==> config.mk <==
export PLATFORM = sky130hd
export DESIGN_NAME = uart_rxd_flat
export DESIGN_NICKNAME = d
export VERILOG_FILES = /design/src/rtl/uart_rxd_if.sv /design/src/rtl/uart_rxd.sv /design/src/flat_wrapper.sv
export SDC_FILE = /design/constraint.sdc
export NUM_CORES = 1
export LEC_CHECK = 0
export CELL_PAD_IN_SITES_DETAIL_PLACEMENT = 0
export CELL_PAD_IN_SITES_GLOBAL_PLACEMENT = 1
export CORE_MARGIN = 2
export CORE_UTILIZATION = 45
export DETAILED_ROUTE_END_ITERATION = 10
export PLACE_DENSITY_LB_ADDON = 0.1
export SETUP_SLACK_MARGIN = 0.5
export SLEW_MARGIN = 40
export SYNTH_ARGS = -nofsm -noshare
export SYNTH_HDL_FRONTEND = slang
export SYNTH_SLANG_ARGS = --single-unit
==> constraint.sdc <==
create_clock -name clk_40k -period 2 [get_ports clk_40k]
set_input_delay 0.6 -clock clk_40k [delete_from_list [all_inputs] [get_ports clk_40k]]
set_output_delay 0.6 -clock clk_40k [all_outputs]
set_load 0.02 [all_outputs]
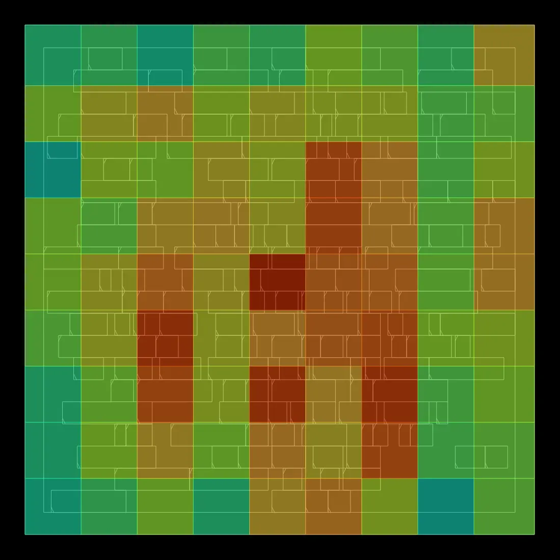
(images/congestion.png)
final core utilization: 69.0%
M1 GR Usage: 25.9%
WL/cell: 16.8 um

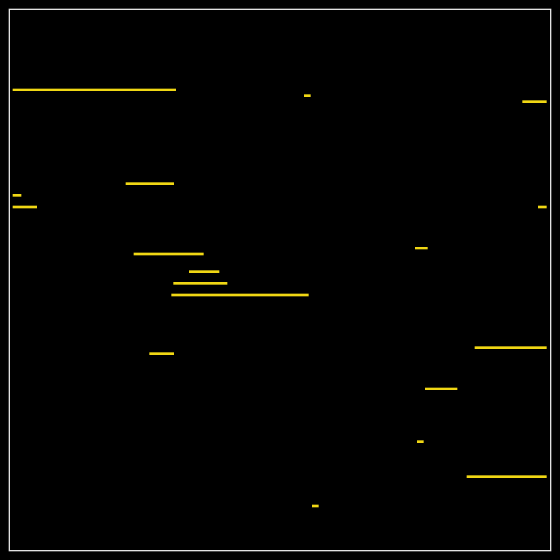
(images/layer_met3.png)
nets with wire on the layer: 11
main direction: horizontal
wire length on this layer: 87.9 um
GRT met3 Usage: 4.86%
drt total wl: 3670 um

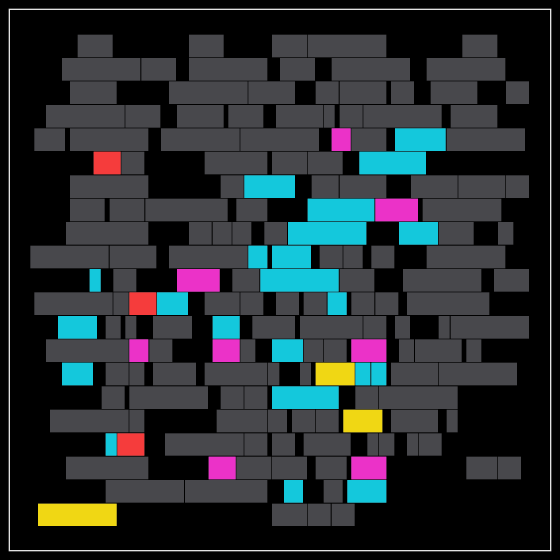
(images/logic_types.png)
| family | colour | cells |
|---|---|---|
| adder and majority cells | yellow | 3 |
| NOR gates | cyan | 22 |
| XOR/XNOR gates | red | 3 |
| AND and OR gates | magenta | 8 |
Top cell excl fill/tap: dfrtp_1
post-route insts no fill: 219

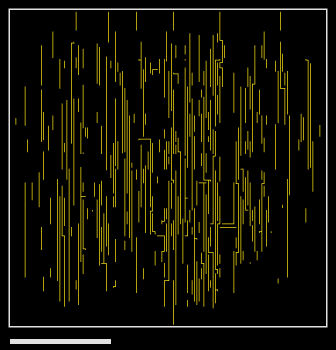
(images/layer_met2.png)
The bar under the picture is 20 um long.
main direction: vertical
nets with wire on the layer: 163
share of all routed wire: 51%
longest straight run: 26.5 um
wire length on this layer: 1880 um
met2 Track Usage GR: 35.3%
via count: 1203

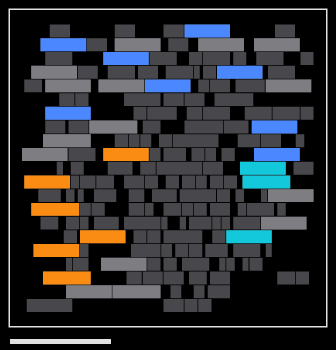
(images/flops_by_reg.png)
The bar under the picture is 20 um long. Other sequential cells in the stronger grey, the rest of the logic in the fainter grey.
| signal | colour | sequential cells |
|---|---|---|
| u_core.r_bit_cnt | orange | 6 |
| u_core.r_data_idx | cyan | 3 |
| u_core.r_shift | blue | 8 |
not coloured: 15
sequential share of cell area: 35.4%
P_seq: 0.795 mW
Register Area: 808 um^2

==> impl_metrics.csv <==
group,metric,value,unit
power_and_ir_drop,powerDensity,862,nW/um^2
cts,clk_path_buf_depth,2,
timing,rsz0062_at_grt,"true",
setup_path,r2r_slack,0.31,ns
cts,cts_resized,91,
placed_design,place_congestion,0.795,
setup_path,critPathMaxFanout,2,
logic_synthesis,async_reset_ff_share,100,%
logic_synthesis,top_cell_area_share,46.9,%
setup_path,crit_slowest_cell,"dfrtp_1",
setup_path,path_cells,"or2_4 > buf_6",
logic_synthesis,yosys-top-cells-area,"dfrtp_1 47%, mux2_2 12%, dfstp_2 5.1%",
logic_synthesis,yosysChipArea,1550,um^2
global_routing,grt_max_degree,33,
routing,drc,0,
floorplanning,chip_area,3920,um^2
logic_synthesis,synth_warnings,0,
placed_design,portBuffers,13,
global_routing,antenna_found_initial,0,
setup_path,required,1.40,ns
cts,numCtsBuffers,5,
floorplanning,die_width,62.6,um
run,max_cap_violations,0,
setup_path,crit_type,"reg2out",
logic_synthesis,postSynthSeqShare,52.0,%
timing,finClkSkew,0.00653,ns
timing,setup-tns-final,0,ns
layout,area_growth_syn_to_layout,47.5,%
floorplanning,die_h,62.6,um
logic_synthesis,largest_area_cell,"dfrtp_1",
cts,cts_tree,"built",
layout,final_nets,178,
worst_hold_path,hold_path_class,"reg2reg",
cts,post_cts_buffers,15,
floorplanning,initCoreUtil,46.7,%
timing,final.period_utilization,85.6,%
logic_synthesis,synth.top_cells.by_count,"29 x dfrtp_1, 16 x mux2_2, 6 x nand3_1, 6 x nor3_1, 6 x nor4_1",
logic_synthesis,syn_area,1550,um^2
power_and_ir_drop,vdd_drop_max,0.747,mV
status,outcome,"complete, no violations",
timing,finalSetupViolCount,0,
floorplanning,num_io_pins,14,
setup_path,startpoint_type,"flip-flop",
power_and_ir_drop,leakage,1.03,nW
global_routing,grt_pass1_wl,6420,um
cts,clk_pin_slew,0.10,ns
cts,cts_max_level,2,
routing,ant_nets,0,
cts,hold_buffers,0,
-- metal layers --
layer,GRT usage (%),wire length [um],share of wire [%]
met1,25.9,1620,44
met2,35.3,1880,51
met3,4.86,87,2.4
met4,11.4,91,2.5
met5,0,0,0
-- report_power, final --
| group | switching (mW) | total [mW] | internal [mW] | leakage, nW |
|---|---|---|---|---|
| sequential | 0.0850 | 0.795 | 0.710 | 0.422 |
| combinational | 0.367 | 0.776 | 0.409 | 0.573 |
| clock | 0.226 | 0.398 | 0.172 | 0.0315 |
| total | 0.678 | 1.97 | 1.29 | 1.03 |
-- cell families after synthesis --
| kind of cell | Yosys count | synth area share (%) |
|---|---|---|
| xor gates and xnor gates | 3 | 1.70 |
| adders and majority gates | 3 | 2.43 |
| AOI/OAI and AO/OA | 12 | 5.58 |
| DFF | 32 | 52.0 |
| and+or+nand+nor | 50 | 22.9 |
| buffers and inverters | 11 | 3.80 |
| muxes | 16 | 11.6 |
-- layout make-up --
| class | instances | share of cell area, % |
|---|---|---|
| Multi-Input combinational cell | 85 | 41.4 |
| Sequential cell | 32 | 35.4 |
| Timing Repair Buffer | 43 | 17.2 |
| Tap cell | 46 | 2.52 |
| Clock buffer | 7 | 2.41 |
| Inverter | 5 | 0.822 |
| Clock inverter | 1 | 0.329 |
-- through the flow --
step | power, mW | setup WS, ns | cell area (um^2) | hold slack (ns) | cells
finish | 1.97 | 0.288 | 2280 | 0.362 | 219
global route | 2.09 | 0.244 | 2280 | 0.367 | 219
CTS | 1.88 | 0.280 | 2140 | 0.363 | 214
detailed placement | 1.23 | 0.250 | 1790 | 0.348 | 188
floorplan | 1.10 | 0.428 | 1590 | 0.304 | 127
global placement | 1.21 | 0.260 | 1790 | 0.346 | 188
Power and IR drop assume default switching activity.
